--- config.mk ---
export PLATFORM = sky130hd
export DESIGN_NAME = unsigned_result_stage
export DESIGN_NICKNAME = d
export VERILOG_FILES = /design/src/rtl/unsigned_result_stage_pkg.sv /design/src/rtl/unsigned_result_stage_result_fifo.sv /design/src/rtl/unsigned_result_stage.sv
export SDC_FILE = /design/constraint.sdc
export NUM_CORES = 1
export LEC_CHECK = 0
export ABC_CLOCK_PERIOD_IN_PS = 5200
export CORE_ASPECT_RATIO = 1.4
export CORE_MARGIN = 1
export CORE_UTILIZATION = 38
export DETAILED_ROUTE_END_ITERATION = 8
export HOLD_SLACK_MARGIN = 0.02
export SLEW_MARGIN = 20
export SYNTH_ARGS = -nofsm -noshare
export SYNTH_HDL_FRONTEND = slang
export SYNTH_SLANG_ARGS = --single-unit
export TNS_END_PERCENT = 100
--- constraint.sdc ---
create_clock -name clk -period 5.2 [get_ports clk]
set_input_delay 0.78 -clock clk [delete_from_list [all_inputs] [get_ports clk]]
set_output_delay 0.78 -clock clk [all_outputs]
set_load 0.005 [all_outputs]
--- src/rtl/unsigned_result_stage_pkg.sv ---
// Shared definitions for the unsigned ALU result stage: the opcode encoding,
// the flag bit positions and the width of one queued entry.
package unsigned_result_stage_pkg;

  typedef enum logic [1:0] {
    OP_ADD = 2'b00,
    OP_DIV = 2'b01,
    OP_SUB = 2'b10,
    OP_MUL = 2'b11
  } op_e;

  // Bit positions within the 4-bit flag vector {dz, borrow, carry, zero}.
  localparam int FLAG_ZERO   = 0;
  localparam int FLAG_CARRY  = 1;
  localparam int FLAG_BORROW = 2;
  localparam int FLAG_DZ     = 3;
  localparam int NUM_FLAGS   = 4;

  // One entry holds the opcode, both answers and the flags.
  function automatic int entry_width(input int width);
    return 2 + 2 * width + NUM_FLAGS;
  endfunction

endpackage

--- src/rtl/unsigned_result_stage_result_fifo.sv ---
// Synchronous FIFO of DEPTH entries with an occupancy count; the head entry
// is always presented combinationally. DEPTH must be a power of two.
module result_fifo #(
  parameter int DEPTH  = 2,
  parameter int DATA_W = 70
) (
  input  logic                       clk,
  input  logic                       reset,
  input  logic                       push_i,
  input  logic                       pop_i,
  input  logic [DATA_W-1:0]          push_data_i,
  output logic [DATA_W-1:0]          head_data_o,
  output logic [$clog2(DEPTH+1)-1:0] count_o
);

  localparam int PW = $clog2(DEPTH);
  localparam int CW = $clog2(DEPTH + 1);

  logic [PW-1:0]     wr_ptr_q, wr_ptr_d;
  logic [PW-1:0]     rd_ptr_q, rd_ptr_d;
  logic [CW-1:0]     count_q, count_d;
  logic [DATA_W-1:0] mem_q [DEPTH];

  // NOTE: every signal driven here gets its default first, so no path through
  // the block leaves it unassigned and no latch is inferred.
  always_comb begin
    wr_ptr_d = wr_ptr_q;
    rd_ptr_d = rd_ptr_q;
    count_d  = count_q;
    // Pointers wrap for free because DEPTH is a power of two.
    if (push_i) wr_ptr_d = wr_ptr_q + PW'(1);
    if (pop_i)  rd_ptr_d = rd_ptr_q + PW'(1);
    case ({push_i, pop_i})
      2'b10:   count_d = count_q + CW'(1);
      2'b01:   count_d = count_q - CW'(1);
      default: count_d = count_q;
    endcase
  end

  // NOTE: state registers use non-blocking assignments so every flop samples
  // the pre-edge value of every other flop.
  always_ff @(posedge clk) begin
    if (reset) begin
      wr_ptr_q <= '0;
      rd_ptr_q <= '0;
      count_q  <= '0;
    end else begin
      wr_ptr_q <= wr_ptr_d;
      rd_ptr_q <= rd_ptr_d;
      count_q  <= count_d;
    end
  end

  // NOTE: the storage array is deliberately not reset; an empty FIFO never
  // exposes it, and leaving it out keeps it mappable to plain RAM.
  always_ff @(posedge clk) begin
    if (push_i) mem_q[wr_ptr_q] <= push_data_i;
  end

  assign head_data_o = mem_q[rd_ptr_q];
  assign count_o     = count_q;

endmodule

--- src/rtl/unsigned_result_stage.sv ---
// Result stage after the unsigned ALU: queues results with their flags, hands
// them to writeback over valid/ready, and retires HI/LO and the sticky dz bit.
module unsigned_result_stage
  import unsigned_result_stage_pkg::*;
#(
  parameter int DEPTH = 2,
  parameter int WIDTH = 32
) (
  input  logic                 clk,
  input  logic                 reset,
  input  logic                 in_valid,
  output logic                 in_ready,
  input  logic [1:0]           OpCode,
  input  logic [WIDTH-1:0]     A,
  input  logic [WIDTH-1:0]     B,
  input  logic [WIDTH-1:0]     AnswerOne,
  input  logic [WIDTH-1:0]     AnswerTwo,
  output logic                 out_valid,
  input  logic                 out_ready,
  output logic [WIDTH-1:0]     wb_data,
  output logic [NUM_FLAGS-1:0] wb_flags,
  output logic [WIDTH-1:0]     hi,
  output logic [WIDTH-1:0]     lo,
  output logic                 sticky_dz,
  input  logic                 clr_sticky
);

  localparam int CW      = $clog2(DEPTH + 1);
  localparam int ENTRY_W = entry_width(WIDTH);
  localparam logic [CW-1:0] DEPTH_C = CW'(DEPTH);

  typedef struct packed {
    op_e                  op;
    logic [WIDTH-1:0]     ans_two;
    logic [WIDTH-1:0]     ans_one;
    logic [NUM_FLAGS-1:0] flags;
  } entry_t;

  entry_t               in_entry, head;
  logic [ENTRY_W-1:0]   head_raw;
  logic [CW-1:0]        count;
  logic                 push, pop;

  logic [WIDTH-1:0]     hi_q, hi_d, lo_q, lo_d;
  logic                 sticky_q, sticky_d;
  logic [WIDTH-1:0]     wb_data_q;
  logic [NUM_FLAGS-1:0] wb_flags_q;

  // Handshake derives only from registered occupancy: a full queue refuses
  // input even in a cycle that pops.
  assign in_ready  = (count < DEPTH_C);
  assign out_valid = (count != '0);
  assign push      = in_valid & in_ready;
  assign pop       = out_valid & out_ready;

  always_comb begin
    in_entry         = '0;
    in_entry.op      = op_e'(OpCode);
    in_entry.ans_one = AnswerOne;
    in_entry.ans_two = AnswerTwo;
    in_entry.flags[FLAG_ZERO]   = (AnswerOne == '0);
    in_entry.flags[FLAG_CARRY]  = (in_entry.op == OP_ADD) && (AnswerOne < A);
    in_entry.flags[FLAG_BORROW] = (in_entry.op == OP_SUB) && (A < B);
    in_entry.flags[FLAG_DZ]     = (in_entry.op == OP_DIV) && (B == '0);
  end

  result_fifo #(
    .DEPTH  (DEPTH),
    .DATA_W (ENTRY_W)
  ) u_fifo (
    .clk         (clk),
    .reset       (reset),
    .push_i      (push),
    .pop_i       (pop),
    .push_data_i (in_entry),
    .head_data_o (head_raw),
    .count_o     (count)
  );

  assign head = entry_t'(head_raw);

  always_comb begin
    hi_d     = hi_q;
    lo_d     = lo_q;
    sticky_d = sticky_q;
    if (clr_sticky) sticky_d = 1'b0;
    if (pop) begin
      case (head.op)
        OP_MUL: begin
          hi_d = head.ans_two;
          lo_d = head.ans_one;
        end
        OP_DIV: begin
          // A divide by zero leaves HI/LO alone; its set beats a clear.
          if (head.flags[FLAG_DZ]) begin
            sticky_d = 1'b1;
          end else begin
            hi_d = head.ans_two;
            lo_d = head.ans_one;
          end
        end
        default: ;
      endcase
    end
  end

  always_ff @(posedge clk) begin
    if (reset) begin
      hi_q       <= '0;
      lo_q       <= '0;
      sticky_q   <= 1'b0;
      wb_data_q  <= '0;
      wb_flags_q <= '0;
    end else begin
      hi_q     <= hi_d;
      lo_q     <= lo_d;
      sticky_q <= sticky_d;
      // Remember the head so writeback outputs hold once the queue drains.
      if (out_valid) begin
        wb_data_q  <= head.ans_one;
        wb_flags_q <= head.flags;
      end
    end
  end

  assign wb_data   = out_valid ? head.ans_one : wb_data_q;
  assign wb_flags  = out_valid ? head.flags   : wb_flags_q;
  assign hi        = hi_q;
  assign lo        = lo_q;
  assign sticky_dz = sticky_q;

endmodule

Fig. 1: placed standard cells
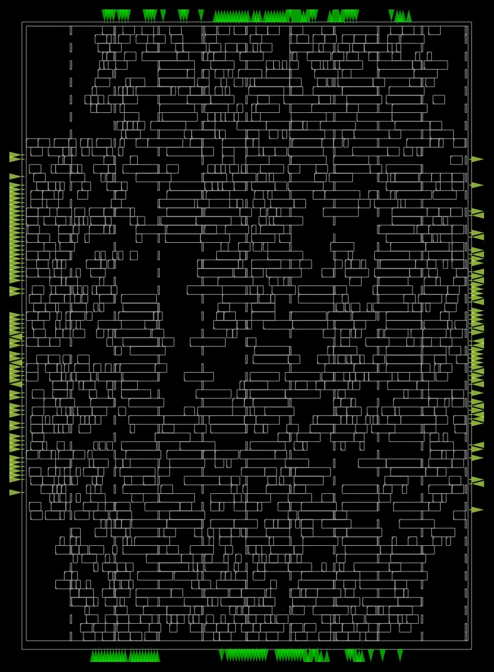
core area: 26,800 sq um
sequential cell count of the final layout: 246
Fill cells: 2,449
floorplan row count: 71

Fig. 2: placement density heat map
Drawn at 2 px/um. 14 x 20 tiles, from dark blue (low) to red (high), 0 to 100% covered.
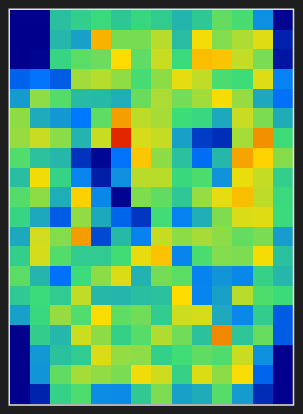
tiles over 75% full: 5.0%
mean over tiles: 48%
nearly empty tiles: 5.7%
fullest tile: 96%
initial cell density of the core: 38.5%
Final Core Density: 51.2%

## state kept, by name, summed over array words and instances, names as in the netlist, named ones only
register         count
lo                  32
wb_flags_q           4
u_fifo.wr_ptr_q      1
sticky_dz            1
u_fifo.rd_ptr_q      1
u_fifo.count_o       2
hi                  32
u_fifo.mem_q       140
wb_data_q           32
## logic make-up after synthesis
family	synth area share [%]
mux	6.68
fa+ha+maj	7.63
compound gates	9.35
xor+xnor	0.339
simple gates	10.4
buf+inv	4.39
flops	61.2
## area by class of cell
| type | instances | area, sq um |
|---|---|---|
| timing repair buffer | 245 | 2450 |
| tap | 365 | 457 |
| fill | 2449 | 13100 |
| sequential | 246 | 6330 |
| antenna | 1 | 2.50 |
| clock inverter | 9 | 68.8 |
| multi-input combinational | 520 | 3570 |
| inverter | 65 | 244 |
| clock buffer | 32 | 619 |
==> metrics.json <==
{
  "drive_gt1_share_pct": 3.94,
  "wl_met2_mm": 12.9,
  "synth.yosys.warnings": 0,
  "first_pass_grt_wire_length_mm": 37.3,
  "critical_path.reg2reg.endpoint": "hi[26]",
  "final_setup_tns_ns": 0,
  "cts_resized": 0,
  "wirelength_met1_mm": 9.91,
  "power.share.combinational_pct": 34.7,
  "slew_headroom_pct": 31.3,
  "number_of_standard_cells_in_the_layout_taps_in_and_fillers_out": 1483,
  "reg2reg_slack_ns": 2.48,
  "vias": 7074,
  "number_of_top_level_pins": 238,
  "endpoint_kind": "output port",
  "worstPathArrival_ns": 2.77,
  "floorplan.nets": 1071,
  "area_delta_synth_final_pct": 33.0,
  "min-delay-start": "lo[20]",
  "portBuffers": 237,
  "fp.dieH_um": 197,
  "groute.layer.met1.usage_pct": 20.3,
  "crit_slowest_cell": "sky130_fd_sc_hd__clkdlybuf4s50_1",
  "ctsHtreeMaxLevel": 1,
  "synthDistinctLibCells": 32,
  "clkSlewWorstSetupHoldPaths_ns": 0.06,
  "synth-seq-cells": 246,
  "timing.hold.worst.class": "flop to flop",
  "clock_sink_count": 246,
  "routed-wl-met3_um": 970,
  "report.final.slew_viol_count": 0,
  "detailed_place.area_sq_um": 13100,
  "finalNetCount": 1299,
  "via_count_of_the_first_global_routing_pass": 6962,
  "launching_element_of_the_worst_setup_path": "u_fifo.count_o[0]",
  "synth_cells": 873,
  "swShare_pct": 29.8,
  "switching_power_mw": 1.97,
  "outcome": "complete, no violations",
  "dpl.hpwl_mm": 17.9,
  "grt_util_all_layers_pct": 17.4
}
